[src/rtl/fm_tune_sequencer_if.sv]
// -----------------------------------------------------------------------------
// fm_tune_sequencer_if
// Configuration request bus between the SPI configuration core and the FM
// tune sequencer.
//
//   cfg_valid    one-cycle request strobe (clk domain)
//   cfg_acc_inc  requested carrier phase increment   [N-1:0]
//   cfg_df_inc   requested deviation increment       [L-1:0]
//   cfg_dac_ena  requested DAC bit enables           [D-1:0]
//   busy         sequencer status: retune running or queued
//
// master : configuration core (drives the request, observes busy)
// slave  : tune sequencer     (accepts the request, drives busy)
// -----------------------------------------------------------------------------
interface fm_tune_sequencer_if #(
   parameter int N = 18,
   parameter int L = 12,
   parameter int D = 4
);

   logic         cfg_valid;
   logic [N-1:0] cfg_acc_inc;
   logic [L-1:0] cfg_df_inc;
   logic [D-1:0] cfg_dac_ena;
   logic         busy;

   modport master (
      output cfg_valid, cfg_acc_inc, cfg_df_inc, cfg_dac_ena,
      input  busy
   );

   modport slave (
      input  cfg_valid, cfg_acc_inc, cfg_df_inc, cfg_dac_ena,
      output busy
   );

endinterface : fm_tune_sequencer_if

[src/rtl/fm_tune_sequencer.sv]
// -----------------------------------------------------------------------------
// fm_tune_sequencer
// Owns the live FM modulator settings and applies new ones click-free:
// mute audio, glide the carrier increment in bounded steps, apply deviation
// and DAC enables together, let things settle, then unmute. Requests that
// arrive mid-sequence are queued; the most recent one wins.
//
// Ports:
//   clk        system clock
//   rst        synchronous reset, active-high
//   cfg_if     slave side of the configuration request bus (request + busy)
//   acc_inc_o  live carrier increment to the modulator     [N-1:0]
//   df_inc_o   live deviation increment                    [L-1:0]
//   dac_ena_o  live DAC bit enables                        [D-1:0]
//   mute_o     1 = modulator audio forced to zero
// All outputs are registered.
// -----------------------------------------------------------------------------
module fm_tune_sequencer #(
   parameter int N           = 18,
   parameter int L           = 12,
   parameter int D           = 4,
   parameter int ACC_INC_RST = 52429,
   parameter int DF_INC_RST  = 393,
   parameter int GLIDE_STEP  = 256,
   parameter int GLIDE_DIV   = 16,
   parameter int MUTE_CYC    = 64,
   parameter int SETTLE_CYC  = 64
) (
   input  logic                 clk,
   input  logic                 rst,
   fm_tune_sequencer_if.slave   cfg_if,
   output logic [N-1:0]         acc_inc_o,
   output logic [L-1:0]         df_inc_o,
   output logic [D-1:0]         dac_ena_o,
   output logic                 mute_o
);

   // One counter serves the mute hold, the glide divider and the settle hold.
   localparam int CNT_MAX = (MUTE_CYC > SETTLE_CYC)
                            ? ((MUTE_CYC > GLIDE_DIV) ? MUTE_CYC : GLIDE_DIV)
                            : ((SETTLE_CYC > GLIDE_DIV) ? SETTLE_CYC : GLIDE_DIV);
   localparam int CW = (CNT_MAX > 1) ? $clog2(CNT_MAX) : 1;

   typedef enum logic [1:0] {IDLE, MUTE, GLIDE, SETTLE} state_t;

   typedef struct packed {
      logic [N-1:0] acc;
      logic [L-1:0] df;
      logic [D-1:0] ena;
   } cfg_t;

   localparam cfg_t CFG_RST = '{acc: N'(ACC_INC_RST), df: L'(DF_INC_RST), ena: '1};

   state_t        state_q, state_d;
   logic [CW-1:0] cnt_q, cnt_d;
   cfg_t          tgt_q, tgt_d;
   cfg_t          pend_cfg_q, pend_cfg_d;
   logic          pend_q, pend_d;
   logic [N-1:0]  acc_q, acc_d;
   logic [L-1:0]  df_q, df_d;
   logic [D-1:0]  ena_q, ena_d;
   logic          mute_q, mute_d;
   logic          busy_q, busy_d;

   cfg_t          cfg_in;
   logic          mute_last, div_last, settle_last, at_target;
   logic [N:0]    acc_x, tgt_x, diff_x, step_x, up_x, dn_x;
   logic [N-1:0]  acc_step;

   assign cfg_in      = {cfg_if.cfg_acc_inc, cfg_if.cfg_df_inc, cfg_if.cfg_dac_ena};
   assign mute_last   = (cnt_q == CW'(MUTE_CYC - 1));
   assign div_last    = (cnt_q == CW'(GLIDE_DIV - 1));
   assign settle_last = (cnt_q == CW'(SETTLE_CYC - 1));
   assign at_target   = (acc_q == tgt_q.acc);

   // Glide step on N+1 bits: land exactly on the target when it is within one
   // step, otherwise move a full step toward it. Neither branch can wrap.
   always_comb begin
      acc_x  = {1'b0, acc_q};
      tgt_x  = {1'b0, tgt_q.acc};
      step_x = (N+1)'(GLIDE_STEP);
      diff_x = (tgt_x > acc_x) ? (tgt_x - acc_x) : (acc_x - tgt_x);
      up_x   = acc_x + step_x;
      dn_x   = acc_x - step_x;
      if (diff_x <= step_x) begin
         acc_step = tgt_q.acc;
      end else if (tgt_x > acc_x) begin
         acc_step = up_x[N-1:0];
      end else begin
         acc_step = dn_x[N-1:0];
      end
   end

   // State and datapath registers.
   always_ff @(posedge clk) begin
      // NOTE: non-blocking assignments so every register samples pre-edge values.
      if (rst) begin
         state_q    <= IDLE;
         cnt_q      <= '0;
         tgt_q      <= CFG_RST;
         pend_cfg_q <= '0;
         pend_q     <= 1'b0;
         acc_q      <= N'(ACC_INC_RST);
         df_q       <= L'(DF_INC_RST);
         ena_q      <= '1;
         mute_q     <= 1'b0;
         busy_q     <= 1'b0;
      end else begin
         state_q    <= state_d;
         cnt_q      <= cnt_d;
         tgt_q      <= tgt_d;
         pend_cfg_q <= pend_cfg_d;
         pend_q     <= pend_d;
         acc_q      <= acc_d;
         df_q       <= df_d;
         ena_q      <= ena_d;
         mute_q     <= mute_d;
         busy_q     <= busy_d;
      end
   end

   // Next-state logic.
   always_comb begin
      // NOTE: default assignment first so no path leaves state_d unassigned (no latch).
      state_d = state_q;
      case (state_q)
         IDLE:   if (cfg_if.cfg_valid) state_d = MUTE;
         MUTE:   if (mute_last)        state_d = GLIDE;
         GLIDE:  if (at_target)        state_d = SETTLE;
         SETTLE: if (settle_last)      state_d = (cfg_if.cfg_valid || pend_q) ? MUTE : IDLE;
         default:                      state_d = IDLE;
      endcase
   end

   // Output and datapath next values.
   always_comb begin
      cnt_d      = cnt_q;
      tgt_d      = tgt_q;
      pend_cfg_d = pend_cfg_q;
      pend_d     = pend_q;
      acc_d      = acc_q;
      df_d       = df_q;
      ena_d      = ena_q;

      case (state_q)
         IDLE: begin
            cnt_d = '0;
            if (cfg_if.cfg_valid) tgt_d = cfg_in;
         end
         MUTE: begin
            cnt_d = mute_last ? '0 : cnt_q + 1'b1;
         end
         GLIDE: begin
            if (at_target) begin
               // Deviation and DAC enables change together, once the carrier has arrived.
               cnt_d = '0;
               df_d  = tgt_q.df;
               ena_d = tgt_q.ena;
            end else if (div_last) begin
               cnt_d = '0;
               acc_d = acc_step;
            end else begin
               cnt_d = cnt_q + 1'b1;
            end
         end
         SETTLE: begin
            if (settle_last) begin
               // A strobe on the exit cycle is newer than anything queued.
               cnt_d  = '0;
               pend_d = 1'b0;
               if (cfg_if.cfg_valid) begin
                  tgt_d = cfg_in;
               end else if (pend_q) begin
                  tgt_d = pend_cfg_q;
               end
            end else begin
               cnt_d = cnt_q + 1'b1;
            end
         end
         default: cnt_d = '0;
      endcase

      // Mid-sequence requests collapse into one queued entry.
      if (cfg_if.cfg_valid && (state_q != IDLE) && !((state_q == SETTLE) && settle_last)) begin
         pend_cfg_d = cfg_in;
         pend_d     = 1'b1;
      end

      // Decoded from the next state so mute/busy stay high across back-to-back sequences.
      mute_d = (state_d != IDLE);
      busy_d = (state_d != IDLE);
   end

   assign acc_inc_o   = acc_q;
   assign df_inc_o    = df_q;
   assign dac_ena_o   = ena_q;
   assign mute_o      = mute_q;
   assign cfg_if.busy = busy_q;

endmodule : fm_tune_sequencer

[src/flat_wrapper.sv]
// flat-port wrapper written by rule: the top's interface ports become plain ports
module fm_tune_sequencer_flat 
#(
   parameter int N           = 18,
   parameter int L           = 12,
   parameter int D           = 4,
   parameter int ACC_INC_RST = 52429,
   parameter int DF_INC_RST  = 393,
   parameter int GLIDE_STEP  = 256,
   parameter int GLIDE_DIV   = 16,
   parameter int MUTE_CYC    = 64,
   parameter int SETTLE_CYC  = 64
)
  (clk, rst, acc_inc_o, df_inc_o, dac_ena_o, mute_o, cfg_if_cfg_valid, cfg_if_cfg_acc_inc, cfg_if_cfg_df_inc, cfg_if_cfg_dac_ena, cfg_if_busy);
  fm_tune_sequencer_if #(.N(N), .L(L), .D(D)) cfg_if_i ();
  input  logic clk;
  input  logic rst;
  output logic [N-1:0] acc_inc_o;
  output logic [L-1:0] df_inc_o;
  output logic [D-1:0] dac_ena_o;
  output logic mute_o;
  input wire logic [$bits(cfg_if_i.cfg_valid)-1:0] cfg_if_cfg_valid;
  input wire logic [$bits(cfg_if_i.cfg_acc_inc)-1:0] cfg_if_cfg_acc_inc;
  input wire logic [$bits(cfg_if_i.cfg_df_inc)-1:0] cfg_if_cfg_df_inc;
  input wire logic [$bits(cfg_if_i.cfg_dac_ena)-1:0] cfg_if_cfg_dac_ena;
  output wire logic [$bits(cfg_if_i.busy)-1:0] cfg_if_busy;
  assign cfg_if_i.cfg_valid = cfg_if_cfg_valid;
  assign cfg_if_i.cfg_acc_inc = cfg_if_cfg_acc_inc;
  assign cfg_if_i.cfg_df_inc = cfg_if_cfg_df_inc;
  assign cfg_if_i.cfg_dac_ena = cfg_if_cfg_dac_ena;
  assign cfg_if_busy = cfg_if_i.busy;
  fm_tune_sequencer #(.N(N), .L(L), .D(D), .ACC_INC_RST(ACC_INC_RST), .DF_INC_RST(DF_INC_RST), .GLIDE_STEP(GLIDE_STEP), .GLIDE_DIV(GLIDE_DIV), .MUTE_CYC(MUTE_CYC), .SETTLE_CYC(SETTLE_CYC)) u_core (.clk(clk), .rst(rst), .cfg_if(cfg_if_i), .acc_inc_o(acc_inc_o), .df_inc_o(df_inc_o), .dac_ena_o(dac_ena_o), .mute_o(mute_o));
endmodule
[config.mk]
export PLATFORM = sky130hd
export DESIGN_NAME = fm_tune_sequencer_flat
export DESIGN_NICKNAME = d
export VERILOG_FILES = /design/src/rtl/fm_tune_sequencer_if.sv /design/src/rtl/fm_tune_sequencer.sv /design/src/flat_wrapper.sv
export SDC_FILE = /design/constraint.sdc
export NUM_CORES = 1
export LEC_CHECK = 0
export ABC_AREA = 1
export CORE_MARGIN = 3
export CORE_UTILIZATION = 25
export DETAILED_ROUTE_END_ITERATION = 12
export PLACE_DENSITY = 0.51
export RECOVER_POWER = 50
export SLEW_MARGIN = 20
export SYNTH_ARGS = -nofsm -noshare
export SYNTH_HDL_FRONTEND = slang
export SYNTH_SLANG_ARGS = --single-unit
[constraint.sdc]
create_clock -name clk -period 8.3 [get_ports clk]
set_input_delay 0.83 -clock clk [delete_from_list [all_inputs] [get_ports clk]]
set_output_delay 0.83 -clock clk [all_outputs]
set_load 0.1 [all_outputs]
==> flow_summary_export.csv <==
group,metric,value,unit
sta,rsz0062_at_grt,"false",
sta,final_critical_path_required_period,4.86,ns
synth,synth.yosys.seq_area_share,31.7,%
setup_path,worstSetupEndpointType,"flop",
pwr,netSwitchingPower,0.497,mW
grt,grt_start_max_net_pins,93,
cts,worst_skew_pair.late_latency,0.36,ns
outcome,failed_checks,"max-capacitance violations, max-slew violations",
cells_and_area,num_antenna_cells,0,
floorplan,vertical_die_dimension,174,microns
grt,grt-ovfl-total,0,
pwr,cellPowerDensity,173,nW/um^2
cts,ctsHoldBuffers,0,
placed_design,port-buffer-count,72,
sta,worst_setup_slack_final,3.44,ns
outcome,run_status,"finished with violations",
cts,setup_bufs_post_cts,0,
placed_design,gp_congestion,0.869,
hold_path,hold_class,"reg -> reg",
setup_path,crit_path_cell_trace,"dlygate4sd3_1 > clkinv_1 > clkbuf_1 > o21ai_0 > a31oi_1",
grt,number_of_global_route_vias_before_repair,6377,
floorplan,std_cell_rows,60,
cts,total_number_of_clock_tree_sinks,112,
placed_design,detailed_place.area,8110,sq um
synth,syn_avg_cell_area,6.49,sq um
setup_path,worstPathRequired,8.57,ns
synth,synth.top_cell.area_share,31.7,%
setup_path,worst_path_max_delay_cell,"sky130_fd_sc_hd__clkbuf_1",
placed_design,hpwlAfterDp,15600,microns
hold_path,min_delay_path_depth,2,
job,maxCapViolations,2,
setup_path,worst_path_largest_cell_delay,2.57,ns
sta,setup_viol,0,
cts,cts.htree.levels,3,
synth,netlist_area,7080,sq um
route,detailedRoute.firstIterationViolations,358,
pwr,leakage_power,4.01,nW
synth,cell_area_leaders,"sky130_fd_sc_hd__dfxtp_1 32%, sky130_fd_sc_hd__nand2_1 15%, sky130_fd_sc_hd__ha_1 8.0%",
cells_and_area,fin_area,8390,sq um
grt,antenna_found_initial,0,
setup_path,r2r_end,"u_core.acc_inc_o[16]",
sta,final_max_slew_violation_count,140,
job,log.warning_count,44,
sta,min_period_over_period,58.5,%
sta,fmax,206,MHz
route,vias_per_cell,4.47,
route,routed_wl,20300,microns
route,first_pass_iters,5,
synth,flop_cell,"sky130_fd_sc_hd__dfxtp_1",
grt,grt_first_pass_wirelength,33600,microns
setup_path,worstPathArrival,5.12,ns
route,drc_errors,0,
sta,fin_skew,0.0145,ns
setup_path,category_of_the_worst_setup_path_launch_point,"input port",
cts,clock_tree.buffer_depth,2,
pwr,power_frac_comb,28.0,%
pwr,power_frac_seq,40.2,%
synth,largest_area_cell,"sky130_fd_sc_hd__dfxtp_1",
setup_path,critical_path_class,"in -> reg",
synth,synthesis.yosys.warnings,0,
synth,async_flop_share,0,%
==> final cells by class <==
class / count / area [sq um]
Fill cell: 3086 / 19000
Multi-Input combinational cell: 776 / 4040
Inverter: 156 / 586
Clock buffer: 10 / 239
Tap cell: 372 / 465
Sequential cell: 112 / 2240
Clock inverter: 6 / 73.8
Timing Repair Buffer: 76 / 743
==> sequential cells by signal, indices dropped and copies added, names as in the netlist <==
| signal | count |
|---|---|
| u_core.acc_inc_o | 18 |
| u_core.cnt_q | 6 |
| u_core.dac_ena_o | 4 |
| u_core.df_inc_o | 12 |
| u_core.mute_o | 1 |
| u_core.pend_cfg_q | 34 |
| u_core.pend_q | 1 |
| u_core.state_q | 2 |
| u_core.tgt_q | 34 |
==> metrics by stage <==
step / std cells / power [mW]
finish: 1508 / 1.45
global route: 1508 / 1.55
CTS: 1508 / 1.47
detailed placement: 1492 / 1.01
global placement: 1492 / 1.00
floorplan: 1090 / 0.897
==> metal layers <==
layer	vias up	share of wire, %	track usage [%]
li1	3604	-	-
met1	3021	52	19.3
met2	102	43	21.2
met3	17	3.1	1.59
met4	0	1.6	3.95
met5	-	0	0
==> power groups by stage <==
| stage | Combinational, mW | Clock (mW) | Sequential, mW |
|---|---|---|---|
| 3_3_place_gp | 0.407 | 0 | 0.596 |
| 4_1_cts | 0.412 | 0.474 | 0.584 |
| 6_report | 0.407 | 0.463 | 0.584 |
| 3_5_place_dp | 0.410 | 0 | 0.596 |
| 5_1_grt | 0.467 | 0.496 | 0.587 |
| 2_1_floorplan | 0.307 | 0 | 0.590 |
==> worst max-delay path, delay by kind of cell <==
kind,cells,cell delay (ns)
buf+inv,3,3.49
compound gates,2,0.74
==> how the worst max path moves through the flow <==
stage / to / slack, ns / depth (start not counted)
after CTS: u_core.acc_inc_o[17] / 4.60 / 21
after floorplan: u_core.acc_inc_o[16] / 4.37 / 24
after detailed placement: u_core.tgt_q[33] / 4.35 / 8
after global routing: u_core.tgt_q[25] / 2.93 / 5
final: u_core.tgt_q[29] / 3.44 / 5
after global placement: u_core.tgt_q[32] / 4.38 / 8
==> kinds of logic after synthesis <==
family,share of synthesized area (%)
buffers and inverters,11.1
AOI/OAI and AO/OA,16.9
xor gates and xnor gates,2.10
adders and majority gates,8.24
and+or+nand+nor,30.0
DFF,31.7
==> cell usage in the layout, fill, tap and decap left out, drive strengths merged, types with 10 or more instances in the layout <==
cell / n
a211oi: 12
a21oi: 74
clkbuf: 12
clkdlybuf4s50: 41
dfxtp: 112
dlygate4sd3: 31
ha: 45
inv: 156
nand2: 289
nand3: 75
nand4: 18
nor2: 105
nor3: 10
o211ai: 25
o21ai: 87
xor2: 11
Figure 1. Signal wires by layer.
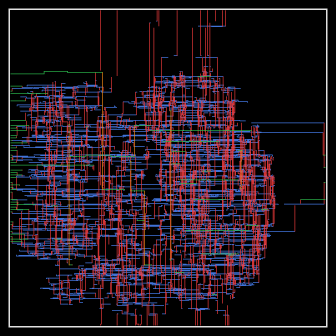
Key: blue = M1 [wire length 10,600 microns]; green = M3 [wire length 628 microns]; red = M2 [wire length 8,840 microns]; orange = M4 [wire length 320 microns]

Figure 2. Signal wires on met2.
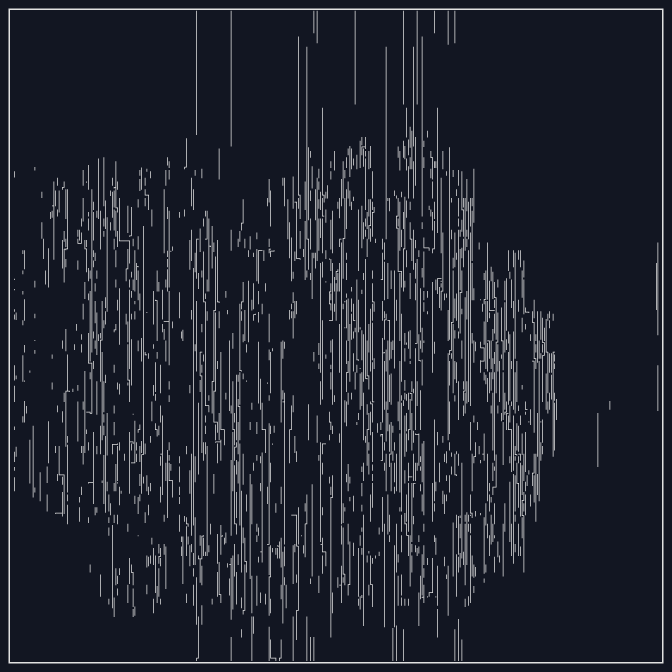
891 nets have wire on it. The layer carries 8,840 microns of wire. The longest straight run is 75.1 microns. The layer holds 43% of the routed length. The wires run mostly vertical.

Figure 3. Routing congestion.
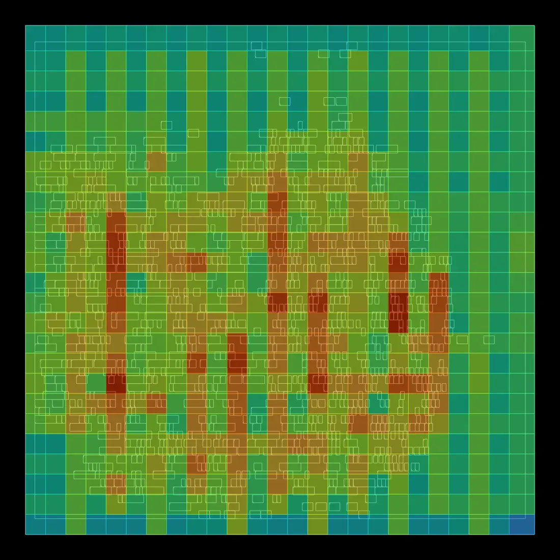
final core utilization: 30.6%
GRT met2 Usage: 21.2%
DR WL/cell: 13.5 microns
met3 capacity usage during global routing: 1.59%
all-layer global routing usage: 13.5%

Figure 4. Cell area per tile.
The die is cut into 17 by 17 equal tiles; white is low, dark blue is high, 0 to 100% covered.
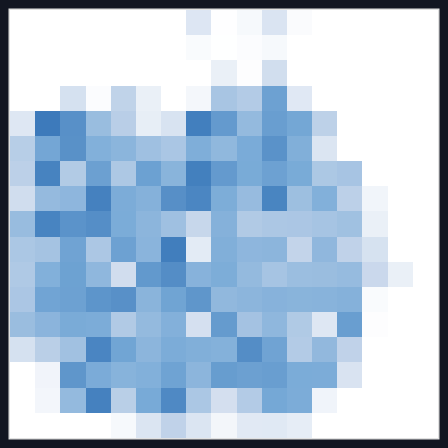
33% of the tiles are nearly empty. The emptiest ninth of the die: top right. The fullest tile reaches 70%.

Power figures rest on the tool's default switching activity, not on a simulated workload.
